<file path="src/rtl/alu_seq_pkg.sv">
// Shared widths, command record and FSM state encoding for the ALU command sequencer.
package alu_seq_pkg;

  localparam int DATA_W = 8;
  localparam int RES_W  = 16;
  localparam int MODE_W = 3;
  localparam int CMD_W  = 2 * DATA_W + MODE_W;

  typedef enum logic [1:0] {
    ST_IDLE  = 2'd0,
    ST_ISSUE = 2'd1,
    ST_WAIT  = 2'd2,
    ST_HOLD  = 2'd3
  } state_t;

  typedef struct packed {
    logic [DATA_W-1:0] a;
    logic [DATA_W-1:0] b;
    logic [MODE_W-1:0] mode;
  } cmd_t;

endpackage

</file>
<file path="src/rtl/alu_seq_fifo.sv">
// Command queue: power-of-two circular buffer with a head that is readable
// without popping. Full/empty come straight from the occupancy count.
module alu_seq_fifo #(
  parameter int DEPTH = 4,
  parameter int WIDTH = 19
) (
  input  logic             clk,
  input  logic             rst_n,
  input  logic             push,
  input  logic [WIDTH-1:0] wdata,
  input  logic             pop,
  output logic [WIDTH-1:0] rdata,
  output logic             full,
  output logic             empty
);

  localparam int PW = (DEPTH > 1) ? $clog2(DEPTH) : 1;
  localparam int CW = $clog2(DEPTH + 1);
  localparam logic [CW-1:0] FULL_CNT = CW'(DEPTH);

  if ((DEPTH < 2) || (DEPTH > 16) || ((DEPTH & (DEPTH - 1)) != 0)) begin : g_bad_depth
    $error("alu_seq_fifo: DEPTH must be a power of two in 2..16");
  end

  logic [WIDTH-1:0] mem [DEPTH];
  logic [PW-1:0]    wr_ptr;
  logic [PW-1:0]    rd_ptr;
  logic [CW-1:0]    count;
  logic             do_push;
  logic             do_pop;

  assign full    = (count == FULL_CNT);
  assign empty   = (count == '0);
  assign do_push = push && !full;
  assign do_pop  = pop && !empty;
  assign rdata   = mem[rd_ptr];

  // Pointers wrap naturally because DEPTH is a power of two.
  always_ff @(posedge clk) begin
    if (!rst_n) begin
      wr_ptr <= '0;
      rd_ptr <= '0;
      count  <= '0;
    end else begin
      if (do_push) wr_ptr <= wr_ptr + 1'b1;
      if (do_pop)  rd_ptr <= rd_ptr + 1'b1;
      case ({do_push, do_pop})
        2'b10:   count <= count + 1'b1;
        2'b01:   count <= count - 1'b1;
        default: count <= count;
      endcase
    end
  end

  // Storage needs no reset; only slots behind the write pointer are ever read.
  always_ff @(posedge clk) begin
    if (do_push) mem[wr_ptr] <= wdata;
  end

endmodule

</file>
<file path="src/rtl/alu_cmd_sequencer.sv">
// ALU command sequencer: queues commands, issues them one at a time to an
// external ALU, and holds each result until the consumer takes it.
// Optional macro ALU_SEQ_TIMEOUT_EN adds a WAIT watchdog that aborts an
// operation after TIMEOUT cycles and flags the response with rsp_timeout.
//
// state    | meaning
// ---------+-----------------------------------------------------------
// ST_IDLE  | no operation outstanding; pop head when queue non-empty
// ST_ISSUE | alu_start high for this one cycle
// ST_WAIT  | operands held on alu_*, waiting for alu_done
// ST_HOLD  | response held on rsp_* until rsp_ready
module alu_cmd_sequencer
  import alu_seq_pkg::*;
#(
  parameter int DEPTH   = 4,
  parameter int TIMEOUT = 255
) (
  input  logic        clk,
  input  logic        rst_n,
  input  logic        cmd_valid,
  output logic        cmd_ready,
  input  logic [7:0]  cmd_a,
  input  logic [7:0]  cmd_b,
  input  logic [2:0]  cmd_mode,
  output logic [7:0]  alu_a,
  output logic [7:0]  alu_b,
  output logic [2:0]  alu_mode,
  output logic        alu_start,
  input  logic [7:0]  alu_op1,
  input  logic [7:0]  alu_op2,
  input  logic [15:0] alu_op3,
  input  logic        alu_done,
  output logic        rsp_valid,
  input  logic        rsp_ready,
  output logic [7:0]  rsp_op1,
  output logic [7:0]  rsp_op2,
  output logic [15:0] rsp_op3,
  output logic [2:0]  rsp_mode,
  output logic        rsp_timeout
);

  if (TIMEOUT < 1) begin : g_bad_timeout
    $error("alu_cmd_sequencer: TIMEOUT must be at least 1");
  end

  state_t state;
  cmd_t   push_cmd;
  cmd_t   head_cmd;
  logic   fifo_full;
  logic   fifo_empty;
  logic   fifo_pop;

  assign push_cmd  = {cmd_a, cmd_b, cmd_mode};
  assign cmd_ready = !fifo_full;
  assign fifo_pop  = (state == ST_IDLE) && !fifo_empty;

  alu_seq_fifo #(
    .DEPTH (DEPTH),
    .WIDTH (CMD_W)
  ) u_fifo (
    .clk   (clk),
    .rst_n (rst_n),
    .push  (cmd_valid && cmd_ready),
    .wdata (push_cmd),
    .pop   (fifo_pop),
    .rdata (head_cmd),
    .full  (fifo_full),
    .empty (fifo_empty)
  );

`ifdef ALU_SEQ_TIMEOUT_EN
  localparam int TW = (TIMEOUT > 1) ? $clog2(TIMEOUT + 1) : 1;
  localparam logic [TW-1:0] TMO_LOAD = TW'(TIMEOUT - 1);

  logic [TW-1:0] tmo_cnt;
  logic          tmo_flag;

  assign rsp_timeout = tmo_flag;
`else
  assign rsp_timeout = 1'b0;
`endif

  // Sequencer FSM; every ALU- and response-facing output is registered here.
  always_ff @(posedge clk) begin
    if (!rst_n) begin
      state     <= ST_IDLE;
      alu_a     <= '0;
      alu_b     <= '0;
      alu_mode  <= '0;
      alu_start <= 1'b0;
      rsp_valid <= 1'b0;
      rsp_op1   <= '0;
      rsp_op2   <= '0;
      rsp_op3   <= '0;
      rsp_mode  <= '0;
`ifdef ALU_SEQ_TIMEOUT_EN
      tmo_cnt   <= '0;
      tmo_flag  <= 1'b0;
`endif
    end else begin
      case (state)
        ST_IDLE: begin
          if (!fifo_empty) begin
            alu_a     <= head_cmd.a;
            alu_b     <= head_cmd.b;
            alu_mode  <= head_cmd.mode;
            alu_start <= 1'b1;
            state     <= ST_ISSUE;
`ifdef ALU_SEQ_TIMEOUT_EN
            tmo_cnt   <= TMO_LOAD;
`endif
          end
        end
        ST_ISSUE: begin
          alu_start <= 1'b0;
          state     <= ST_WAIT;
        end
        ST_WAIT: begin
          // Done takes priority over an expiring watchdog on the same edge.
          if (alu_done) begin
            rsp_op1   <= alu_op1;
            rsp_op2   <= alu_op2;
            rsp_op3   <= alu_op3;
            rsp_mode  <= alu_mode;
            rsp_valid <= 1'b1;
            state     <= ST_HOLD;
`ifdef ALU_SEQ_TIMEOUT_EN
            tmo_flag  <= 1'b0;
          end else if (tmo_cnt == '0) begin
            rsp_op1   <= '0;
            rsp_op2   <= '0;
            rsp_op3   <= '0;
            rsp_mode  <= alu_mode;
            rsp_valid <= 1'b1;
            tmo_flag  <= 1'b1;
            state     <= ST_HOLD;
          end else begin
            tmo_cnt   <= tmo_cnt - 1'b1;
`endif
          end
        end
        ST_HOLD: begin
          if (rsp_ready) begin
            rsp_valid <= 1'b0;
            state     <= ST_IDLE;
          end
        end
        default: state <= ST_IDLE;
      endcase
    end
  end

endmodule

</file>
<file path="config.mk">
export PLATFORM = sky130hd
export DESIGN_NAME = alu_cmd_sequencer
export DESIGN_NICKNAME = d
export VERILOG_FILES = /design/src/rtl/alu_seq_pkg.sv /design/src/rtl/alu_seq_fifo.sv /design/src/rtl/alu_cmd_sequencer.sv
export SDC_FILE = /design/constraint.sdc
export NUM_CORES = 1
export LEC_CHECK = 0
export ABC_AREA = 1
export ABC_CLOCK_PERIOD_IN_PS = 2400
export CORE_UTILIZATION = 34
export CTS_CLUSTER_DIAMETER = 100
export DETAILED_ROUTE_END_ITERATION = 12
export GPL_ROUTABILITY_DRIVEN = 1
export PLACE_DENSITY = 0.65
export RECOVER_POWER = 25
export SLEW_MARGIN = 10
export SYNTH_ARGS = -nofsm -noshare
export SYNTH_HDL_FRONTEND = slang
export SYNTH_HIERARCHICAL = 1
export SYNTH_SLANG_ARGS = --single-unit
export TNS_END_PERCENT = 1
</file>
<file path="constraint.sdc">
create_clock -name clk -period 2.4 [get_ports clk]
set_clock_uncertainty 0.2 [all_clocks]
set_input_delay 0.48 -clock clk [delete_from_list [all_inputs] [get_ports clk]]
set_output_delay 0.48 -clock clk [all_outputs]
set_load 0.1 [all_outputs]
</file>
==> run_1/met3.png <==
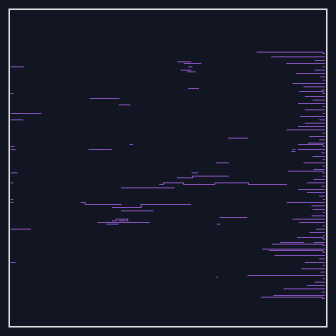
main direction = horizontal
wire length on this layer = 944 um
share of all routed wire = 7.4%
nets with wire on the layer = 105
longest straight run = 31.5 um
met3 usage: 0.0488
Vias: 4,044
Total Wirelength: 12,700 um

==> run_1/final_placement.png <==
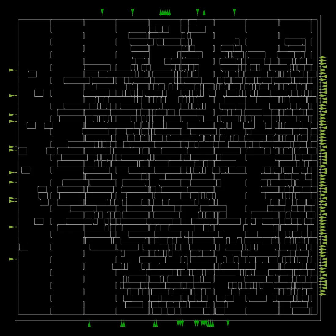
flop share of the area: 0.500
non-filler instance count after layout: 877
final core utilization: 0.456

==> metrics.yaml, run 1 <==
worst_setup_path:
  endpoint_kind: "flip-flop"
  cp_data_arrival_time_ns: 2.40
  crit_end: "u_fifo/count[2]$_SDFFE_PN0P_"
  setup.worst_path.class: "flip-flop to flip-flop"
  cp_top_family: "adder cells"
  rr_endpoint: "u_fifo/count[2]$_SDFFE_PN0P_"
  cp-start-kind: "flip-flop"
  critPathSlowestCell: "fa_1"
  crit_fanout: 4
  path_cells: "inv_2, ha_2, inv_1, nor2_4, nand2_1, inv_1, ha_4, inv_1, fa_1, inv_1, nand2_1, nand3_1, nand2_1, nand2_1, nor2_1"
  rr_worst_depth: 15
  cp.depth: 15
yosys:
  yosys-stat-cells: 527
  ys_area_mm2: 0.00555
  synth_cell_types: 29
  ys.flops: 143
  synth_area_mm2: 0.00555
  synthCells: 527
  yosysSeqAreaShare: 0.653
  syn-num-nets: 594
timing:
  max_slew_margin: 0.570
  max_freq_ghz: 0.435
  finalHoldViolCount: 0
  drv_slew: 0
  post-route-min-period_ns: 2.30
  finalClockPeriodUsage: 0.958
  finalWorstSetupSlack_ns: 0.100
  setup_tns_ns: 0
  worst_pin_slew_ns: 0.645
  fin_hold_ws_ns: 0.249
  rsz0062_at_grt: "false"
  finalSetupViolCount: 0
clock_tree:
  numCtsBuffers: 17
  clk_pin_slew_ns: 0.06
  post_cts_buffers: 0
  clock_latency_ns: 0.41
  htreeDepth: 4
  clockBufferDepth: 2
  hold_buffers: 0
  root_buffer: "clkbuf_16"
  tritoncts: "yes"
final_layout:
  final_cell_area_mm2: 0.00725
  reg_top3: "u_fifo/mem (76), rsp_op3 (16)"
  regMostFlops: "u_fifo/mem"
  num_antenna_cells: 0
  final_nets: 715
  fill_cells: 1529
  drive_gt1_frac: 0.192
power_and_ir_drop:
  ir_worst_vdd_v: 0.000576
  powerDensity_mw_per_mm2: 1360
  leakagePower_nw: 2.84
  p_total_mw: 9.88
drt:
  drtAntennaViolNets: 0
  met1_length_um: 5550
  met2WireLength_um: 6030
  drc_errors: 0
job:
  tool_warnings: 33
die:
  fp.coreArea_mm2: 0.0159
  die_h_um: 130
  die_w_um: 130
  rows: 46
placed_design:
  gp_congestion: 0.773
  pre_cts_ws_ns: -0.0758
  dpl-instance-area_mm2: 0.00669
  port_buffers: 112
  placed_cells: 843
global_route:
  grt_max_degree: 39
  antenna_found_initial: 0
  grt_pass1_wl_um: 20000
  met2_usage: 0.271
min_path:
  worstHoldStart: "rst_n"
  min_path_cells: 3
outcome:
  outcome: "completed"
==> run_1/wire_density.png <==
26 x 26 tiles, from black (low) to pale yellow (high), scaled to the fullest tile. Values are wire area over tile area, all layers added.
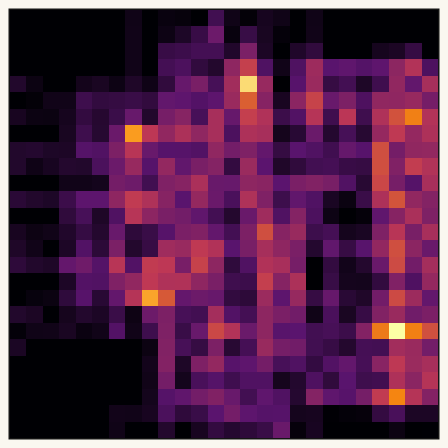
tiles over half the peak = 5.2%
emptiest ninth of the die = lower left
densest ninth of the die = center
mean over tiles = 0.12
nearly empty tiles = 20%
fullest tile = 0.59
Total GRT Usage: 0.158
Avg WL per Cell: 14.4 um

==> run 1: synth_stat cells <==
cell,count,share of area
nand3_1,7,0.0063
nor2_2,9,0.010
a21oi_1,7,0.0063
or2_2,1,0.0011
edfxtp_1,76,0.41
fa_1,1,0.0036
o22ai_1,19,0.021
buf_12,1,0.0036
nor2_4,1,0.0020
clkbuf_8,1,0.0025
inv_6,2,0.0032
o21ai_2,1,0.0016
nand2_4,2,0.0041
ha_1,10,0.023
o21ai_1,12,0.011
buf_8,1,0.0027
o21ai_0,82,0.074
nor2_1,153,0.10
buf_2,4,0.0036
buf_6,10,0.020
inv_1,25,0.017
inv_2,2,0.0014
buf_4,3,0.0041
nand2_2,2,0.0023
clkbuf_2,4,0.0036
conb_1,1,0.00068
clkbuf_1,3,0.0020
dfxtp_1,67,0.24
nand2_1,20,0.014
==> run 1: report_power, final <==
part | switching (mW) | internal (mW)
Clock | 0.932 | 1.39
Sequential | 0.257 | 3.07
Combinational | 3.24 | 0.985
Total | 4.43 | 5.45
==> run 1: worst register-to-register path, stage by stage (launching register included) <==
cell and delay [ns]:
dfxtp_1 0.34, inv_2 0.10, ha_2 0.19, inv_1 0.06, nor2_4 0.08, nand2_1 0.07, inv_1 0.12, ha_4 0.15
inv_1 0.06, fa_1 0.38, inv_1 0.07, nand2_1 0.07, nand3_1 0.12, nand2_1 0.08, nand2_1 0.08, nor2_1 0.04
==> run 1: cells by family after synthesis <==
group           synth area share
fa+ha+maj                 0.0261
simple gates               0.143
flops                      0.653
buf+inv                   0.0638
other cells             0.000675
compound gates             0.114
==> run 1: layout by cell type, fill, tap and decap left out <==
cell type | Yosys | final
nor2_4 | 1 | 1
inv_6 | 2 | 2
buf_12 | 1 | 1
o21ai_2 | 1 | 1
nand2_2 | 2 | 2
bufinv_16 | 0 | 1
inv_1 | 25 | 23
o21ai_1 | 12 | 12
clkbuf_16 | 0 | 17
nand2_4 | 2 | 2
dfxtp_1 | 67 | 67
fa_1 | 1 | 1
ha_1 | 10 | 8
nor2_1 | 153 | 153
buf_2 | 4 | 1
buf_4 | 3 | 73
clkdlybuf4s50_1 | 0 | 36
conb_1 | 1 | 1
a21oi_1 | 7 | 7
inv_2 | 2 | 4
clkinv_2 | 0 | 7
o22ai_1 | 19 | 19
nand3_1 | 7 | 7
ha_2 | 0 | 1
clkinvlp_4 | 0 | 2
nand2_1 | 20 | 20
ha_4 | 0 | 1
or2_2 | 1 | 1
o21ai_0 | 82 | 82
dlygate4sd3_1 | 0 | 18
clkinv_4 | 0 | 1
nor2_2 | 9 | 9
edfxtp_1 | 76 | 76
clkinv_1 | 0 | 4
==> run 1: layout make-up <==
cell class | instances | area, um^2 | share of cell area
Clock buffer | 17 | 425 | 0.0587
Clock inverter | 15 | 104 | 0.0143
Inverter | 29 | 119 | 0.0164
Multi-Input combinational cell | 328 | 1590 | 0.219
Sequential cell | 143 | 3620 | 0.500
Tap cell | 216 | 270 | 0.0373
Timing Repair Buffer | 129 | 1110 | 0.154
==> run 2, diff against run 1 <==
--- a/config.mk
+++ b/config.mk
@@ -11,6 +11,7 @@
 export CTS_CLUSTER_DIAMETER = 100
 export DETAILED_ROUTE_END_ITERATION = 12
 export GPL_ROUTABILITY_DRIVEN = 1
+export GPL_TIMING_DRIVEN = 1
 export PLACE_DENSITY = 0.65
 export RECOVER_POWER = 25
 export SLEW_MARGIN = 10
==> run_2/registers.png <==
Other sequential cells in the stronger gray, the rest of the logic in the fainter gray.
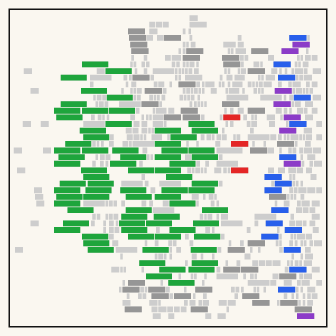
red -> alu_mode  # placed flops 3
blue -> rsp_op3  # placed flops 16
purple -> rsp_op2  # placed flops 8
green -> u_fifo/mem  # placed flops 76
not colored = 40
Seq power: 3.33 mW
Reg area: 0.00362 mm^2

==> run 2 against run 1 <==
Effect of this change:
- clock power about the same
- via count is the same
- count of clock-buffer cells in the layout stayed put
- sequential share of layout area unchanged
- fmax unchanged
- setup slack unchanged
- power is the same
- die size did not move
- hold slack is the same
- critical path type unchanged
==> metrics.yaml, run 2 <==
timing:
  worst_pin_slew_ns: 0.645  # unchanged
  fin_hold_ws_ns: 0.249  # unchanged
  finalClockPeriodUsage: 0.958  # unchanged
  setup_tns_ns: 0  # unchanged
  post-route-min-period_ns: 2.30  # unchanged
  finalHoldViolCount: 0  # unchanged
  finalWorstSetupSlack_ns: 0.100  # unchanged
  rsz0062_at_grt: "false"
  max_slew_margin: 0.570  # unchanged
  drv_slew: 0  # unchanged
  finalSetupViolCount: 0  # unchanged
  max_freq_ghz: 0.435  # unchanged
yosys:
  syn-num-nets: 594  # unchanged
  flop_cell: "edfxtp_1"
  common_cells: "nor2_1 (153), o21ai_0 (82), edfxtp_1 (76)"
  yosys-stat-cells: 527  # unchanged
  synth_area_mm2: 0.00555  # unchanged
  largest_area_cell: "edfxtp_1"
  synth_area_per_cell_um2: 10.5
  synth_warnings: 6
  synth_cell_types: 29  # unchanged
  ys_area_mm2: 0.00555  # unchanged
  edf_count: 76  # unchanged
  top_cell_area_share: 0.411  # unchanged
  ys.flops: 143  # unchanged
  top_cell: "nor2_1"
  area_leaders: "edfxtp_1 (41%), dfxtp_1 (24%), nor2_1 (10%)"
  yosysSeqAreaShare: 0.653  # unchanged
  synthCells: 527  # unchanged
  synthArstFlopShare: 0  # unchanged
clock_tree:
  clk_pin_slew_ns: 0.06  # about the same
  clkSinkCount: 143
  numCtsBuffers: 17  # unchanged
  tritoncts: "yes"
  clock_latency_ns: 0.41  # about the same
  clockBufferDepth: 2  # unchanged
  hold_buffers: 0  # unchanged
  root_buffer: "clkbuf_16"
  htreeDepth: 4  # unchanged
worst_setup_path:
  cp_data_required_time_ns: 2.50
  setup.worst_path.class: "flip-flop to flip-flop"
  cp-start-kind: "flip-flop"
  cp_data_arrival_time_ns: 2.40  # about the same
  endpoint_kind: "flip-flop"
  crit_fanout: 4  # unchanged
min_path:
  hold_class: "input port to flip-flop"
drt:
  drtAntennaViolNets: 0  # unchanged
  drc_errors: 0  # unchanged
  routedWlPerCell_um: 14.4  # unchanged
  drt_pass1_iterations: 4
  viasPerCell: 4.61
  routed_wl_um: 12700  # unchanged
  drt_iter0_drc: 224
  vias: 4044  # unchanged
die:
  die_w_um: 130  # unchanged
  rows: 46  # unchanged
  die_h_um: 130  # unchanged
  fp.coreArea_mm2: 0.0159  # unchanged
  chip_area_mm2: 0.0168
  initial_core_util: 0.350
  io_pins: 114
final_layout:
  regMostFlops: "u_fifo/mem"
  area_delta_synth_final_pct: 30.5
  final_cell_area_mm2: 0.00725  # unchanged
  final_common_cell: "nor2_1"
  layout_top_cells: "nor2_1 (153), o21ai_0 (82), edfxtp_1 (76)"
  largest_reg_flops: 76
  final_nets: 715  # unchanged
  reg_top3: "u_fifo/mem (76), rsp_op3 (16)"
  drive_gt1_frac: 0.192  # unchanged
  num_antenna_cells: 0  # unchanged
  final_cells: 877  # unchanged
placed_design:
  hpwl_um: 8880
  port_buffers: 112  # unchanged
  gp_congestion: 0.773  # unchanged
  placed_cells: 843  # unchanged
  pre_cts_ws_ns: -0.0758  # unchanged
  dpl-instance-area_mm2: 0.00669  # unchanged
power_and_ir_drop:
  ir_worst_vdd_v: 0.000576  # unchanged
  leakagePower_nw: 2.84  # unchanged
  powerDensity_mw_per_mm2: 1360  # unchanged
global_route:
  grt_max_degree: 39  # unchanged
  first_global_vias: 4012
  antenna_found_initial: 0  # unchanged
  grt_pass1_wl_um: 20000  # unchanged
  track_usage: 0.158  # unchanged
  grt-ovfl-total: 0
outcome:
  outcome: "completed"
job:
  tool_warnings: 33  # unchanged
  cap_violations: 0
==> run_2/met3.png <==
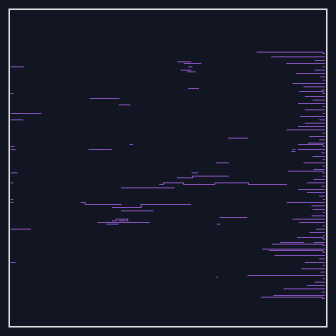
main direction = horizontal
wire length on this layer = 944 um
longest straight run = 31.5 um
share of all routed wire = 7.4%

-- run 2: critical path, stage by stage (launching register included) --
cell and delay (ns):
dfxtp_1 0.34, inv_2 0.10, ha_2 0.19, inv_1 0.06
nor2_4 0.08, nand2_1 0.07, inv_1 0.12, ha_4 0.15
inv_1 0.06, fa_1 0.38, inv_1 0.07, nand2_1 0.07
nand3_1 0.12, nand2_1 0.08, nand2_1 0.08, nor2_1 0.04
-- run 2: report_power, final --
part	total, mW	switching, mW	leakage (nW)	internal [mW]
combinational	4.23	3.24	1.34	0.985
clock	2.32	0.932	0.262	1.39
sequential	3.33	0.257	1.25	3.07
total	9.88	4.43	2.84	5.45
-- run 2: routing by layer --
layer	global-route usage	wire (um)	share of wire
met4	0.0643	138	0.011
met3	0.0488	943	0.075
met5	0	0	0
met1	0.183	5550	0.44
met2	0.271	6030	0.48
-- run 2: repair_timing --
action                                  in CTS  in global routing
endpoints found under the setup margin       0                  1
buffers inserted                             0                  2
resized                                      0                  5
-- run 2: final cells by class --
type / count / area (um^2)
Fill cell: 1529 / 8640
Inverter: 29 / 119
Multi-Input combinational cell: 328 / 1590
Tap cell: 216 / 270
Timing Repair Buffer: 129 / 1110
Clock inverter: 15 / 104
Clock buffer: 17 / 425
Sequential cell: 143 / 3620
-- run 2: path summary, 6_finish.rpt --
check | start | end | slack, ns | cells past startpoint
max | state[0]$_SDFFE_PN0P_ | u_fifo/count[2]$_SDFFE_PN0P_ | 0.10 | 15
max reg2reg | state[0]$_SDFFE_PN0P_ | u_fifo/count[2]$_SDFFE_PN0P_ | 0.10 | 15
min | rst_n | state[1]$_SDFFE_PN0P_ | 0.25 | 3
min reg2reg | rsp_mode[1]$_SDFFE_PN0P_ | rsp_mode[1]$_SDFFE_PN0P_ | 0.28 | 2
-- run 2: cells by family after synthesis --
group / Yosys count / synth area share
and+or+nand+nor: 195 / 0.143
DFF: 143 / 0.653
AOI/OAI and AO/OA: 121 / 0.114
buffers and inverters: 56 / 0.0638
adders and majority gates: 11 / 0.0261
other: 1 / 0.000675
-- run 2: per-stage QoR --
stage	utilization	power, mW
after floorplan	-	6.74
after global placement	0.421	7.51
after detailed placement	0.421	7.60
after CTS	0.454	9.94
after global routing	0.456	10.4
final	0.456	9.88
==> run_2/port_nets.png <==
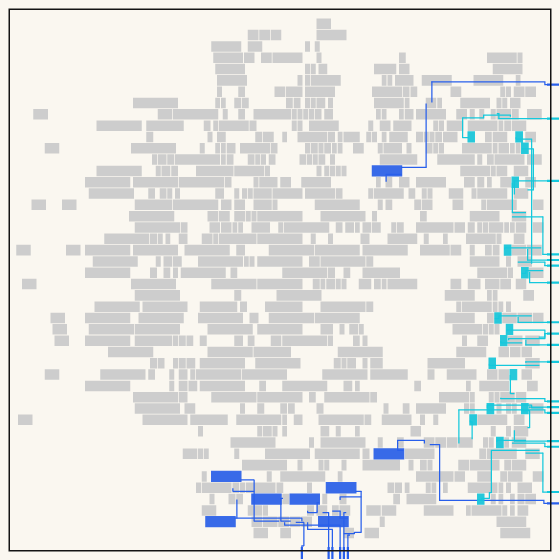

==> run 3, diff against run 2 <==
--- a/config.mk
+++ b/config.mk
@@ -7,12 +7,13 @@
 export LEC_CHECK = 0
 export ABC_AREA = 1
 export ABC_CLOCK_PERIOD_IN_PS = 2400
-export CORE_UTILIZATION = 34
+export CORE_MARGIN = 2
+export CORE_UTILIZATION = 35
 export CTS_CLUSTER_DIAMETER = 100
 export DETAILED_ROUTE_END_ITERATION = 12
 export GPL_ROUTABILITY_DRIVEN = 1
 export GPL_TIMING_DRIVEN = 1
-export PLACE_DENSITY = 0.65
+export PLACE_DENSITY = 0.66
 export RECOVER_POWER = 25
 export SLEW_MARGIN = 10
 export SYNTH_ARGS = -nofsm -noshare
==> run_3/port_nets.png <==
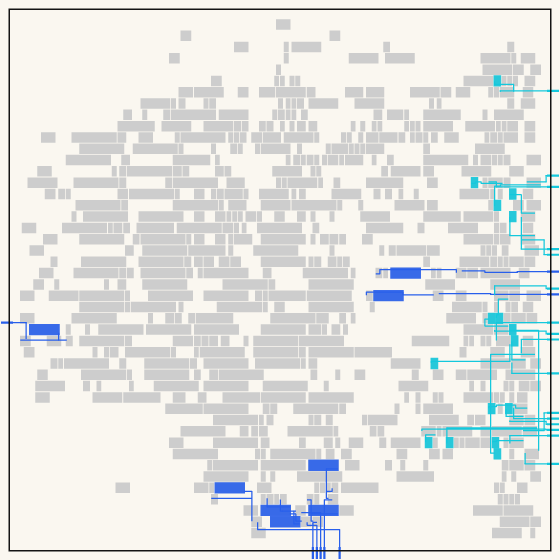
cyan -> alu_op3  # bits 16, direction input, edge right, end cells 16, buffers 16, wire 425 um
blue -> alu_a  # bits 8, direction output, edge 5 bottom, 2 right, 1 left, end cells 8, buffers 8, wire 241 um
IO Port Bufs: 112
I/O pin total: 114

==> run 3 against run 2 <==
Effect of this change:
- fmax rose by 5.0%
- cell area rose by 0.83%
- non-clock buffer count fell by 2
- utilization rose by 0.88 points
==> metrics.yaml, run 3 <==
yosys:
  xor_share: 0  # unchanged
  syn-num-nets: 594  # unchanged
  synthArstFlopShare: 0  # unchanged
  synth_cell_types: 29  # unchanged
  simple_gate_share: 0.143  # unchanged
  common_cells: "nor2_1 (153), o21ai_0 (82), edfxtp_1 (76)"
  synth-adder-area-share: 0.0261  # unchanged
  ys.flops: 143  # unchanged
  area_leaders: "edfxtp_1 (41%), dfxtp_1 (24%), nor2_1 (10%)"
  synthCells: 527  # unchanged
  yosys-stat-cells: 527  # unchanged
  flop_cell: "edfxtp_1"
  ys_area_mm2: 0.00555  # unchanged
  edf_count: 76  # unchanged
  synth_area_mm2: 0.00555  # unchanged
  top_cell_area_share: 0.411  # unchanged
  synth_area_per_cell_um2: 10.5  # unchanged
final_layout:
  largest_reg_flops: 76  # unchanged
  final_util: 0.465  # +0.00884
  regMostFlops: "u_fifo/mem"
  reg_top3: "u_fifo/mem (76), rsp_op3 (16)"
  final_common_cell: "nor2_1"
global_route:
  track_usage: 0.157  # -0.00117
  first_global_vias: 3951  # -1.5%
  grt-ovfl-total: 0  # unchanged
  grt_max_degree: 64  # +64%
  antenna_found_initial: 0  # unchanged
clock_tree:
  clockBufferDepth: 2  # unchanged
  post_cts_buffers: 0  # unchanged
  clkSinkCount: 143  # unchanged
  clk_pin_slew_ns: 0.06  # about the same
  htreeDepth: 4  # unchanged
  numCtsBuffers: 17  # unchanged
  tritoncts: "yes"
  hold_buffers: 0  # unchanged
timing:
  setup_tns_ns: 0  # unchanged
  max_slew_margin: 0.525  # -0.0444
  rsz0062_at_grt: "false"
  post-route-min-period_ns: 2.19  # -0.109 ns
  fin_hold_ws_ns: 0.281  # +0.0319 ns
worst_setup_path:
  cp_data_arrival_time_ns: 2.30  # -0.10 ns
  setup.worst_path.class: "flip-flop to flip-flop"
  critPathMaxStageDelay_ns: 0.38  # about the same
  cp-start-kind: "flip-flop"
  rr_worst_depth: 15  # unchanged
  cp-startpoint: "state[1]$_SDFFE_PN0P_"
  rr_endpoint: "u_fifo/count[2]$_SDFFE_PN0P_"
  endpoint_kind: "flip-flop"
  path_cells: "inv_1, ha_1, inv_1, nor2_4, nand2_1, inv_1, ha_1, inv_1, fa_1, inv_1, nand2_1, nand3_1, nand2_1, nand2_1, nor2_1"
  critPathSlowestCell: "fa_1"
  r2r_start: "state[1]$_SDFFE_PN0P_"
die:
  die_h_um: 130  # +0.12%
  initial_core_util: 0.353  # +0.00384
  die_w_um: 130  # +0.12%
power_and_ir_drop:
  p_sw_mw: 4.50  # +1.6%
  sequentialPowerShare: 0.324  # -0.013
  power.clock.fraction: 0.261  # +0.026
  leakagePower_nw: 2.86  # +0.59%
  power_frac_comb: 0.415  # -0.013
  powerDensity_mw_per_mm2: 1400  # +2.3%
  ir_worst_vdd_v: 0.000809  # +41%
drt:
  drt_iter0_drc: 285  # +27%
  viasPerCell: 4.66  # +1.1%
  drc_errors: 0  # unchanged
  routedWlPerCell_um: 14.7  # +1.6%
outcome:
  outcome: "completed"
placed_design:
  hpwl_um: 8480  # -4.5%
  pre_cts_ws_ns: 0.00407  # +0.0798 ns
job:
  cap_violations: 0  # unchanged
==> run_3/met3.png <==
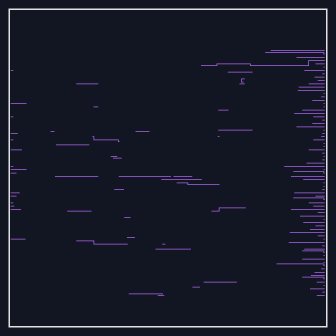
main direction = horizontal
wire length on this layer = 784 um
share of all routed wire = 6.1%
longest straight run = 23.9 um
nets with wire on the layer = 107
met3 usage: 0.0439
Total Wirelength: 12,800 um
Vias: 4,081

run 3: cell count changes in the layout (fill, tap and decap cells not counted), sizes merged:
cell	previous run	this run
bufinv	1	3
clkinv	12	5
clkinvlp	2	6
buf	75	73
clkbuf	17	18
run 3: logic make-up after synthesis:
kind of cell	after synthesis
other	1
DFF	143
adders and majority gates	11
AOI/OAI and AO/OA	121
and+or+nand+nor	195
buffers and inverters	56
run 3: layer usage:
metal  vias up  global-route usage  wire length [um]
met4         0              0.0626               162
met3        13              0.0439               784
met2       145               0.260              6110
met1      1902               0.195              5770
li1       2021                   -                 -
met5         -                   0                 0
run 3: area by class of cell:
type                            instances  area (um^2)
Tap cell                              216          270
Timing Repair Buffer                  127         1110
Clock buffer                           18          439
Multi-Input combinational cell        328         1580
Fill cell                            1457         8410
Sequential cell                       143         3620
Clock inverter                         14          168
Inverter                               29          119
run 3: power by group through the flow:
stage | clock, mW | combinational [mW] | sequential, mW
2_1_floorplan | 0 | 1.55 | 5.19
3_3_place_gp | 0 | 4.21 | 3.33
3_5_place_dp | 0 | 4.26 | 3.35
4_1_cts | 2.71 | 4.27 | 3.31
5_1_grt | 2.83 | 4.53 | 3.35
6_report | 2.66 | 4.23 | 3.30
run 3: worst min path at each step:
| stage | slack (ns) | startpoint | to | cells past startpoint |
|---|---|---|---|---|
| 2_1_floorplan | 0.26 | u_fifo/rd_ptr[1]$_SDFFE_PN0P_ | flip-flop | 2 |
| 3_3_place_gp | 0.26 | rsp_valid$_SDFFE_PN0P_ | rsp_valid$_SDFFE_PN0P_ | 2 |
| 3_5_place_dp | 0.27 | rsp_mode[2]$_SDFFE_PN0P_ | rsp_mode[2]$_SDFFE_PN0P_ | 2 |
| 4_1_cts | 0.29 | rsp_mode[2]$_SDFFE_PN0P_ | rsp_mode[2]$_SDFFE_PN0P_ | 2 |
| 5_1_grt | 0.30 | rsp_valid$_SDFFE_PN0P_ | rsp_valid$_SDFFE_PN0P_ | 2 |
| 6_report | 0.28 | rsp_mode[2]$_SDFFE_PN0P_ | rsp_mode[2]$_SDFFE_PN0P_ | 2 |
run 3: through the flow:
step,area [um^2],cells,power [mW]
after floorplan,5550,527,6.74
after global placement,6700,843,7.54
after detailed placement,6700,843,7.61
after CTS,7310,875,10.3
after global routing,7310,875,10.7
final,7310,875,10.2
run 3: worst max-delay path, delay by kind of cell (launching register included):
kind,cells,cell delay [ns]
buffers and inverters,5,0.41
DFF,1,0.33
and+or+nand+nor,7,0.41
adders and majority gates,3,0.74
Power and IR drop assume default switching activity.
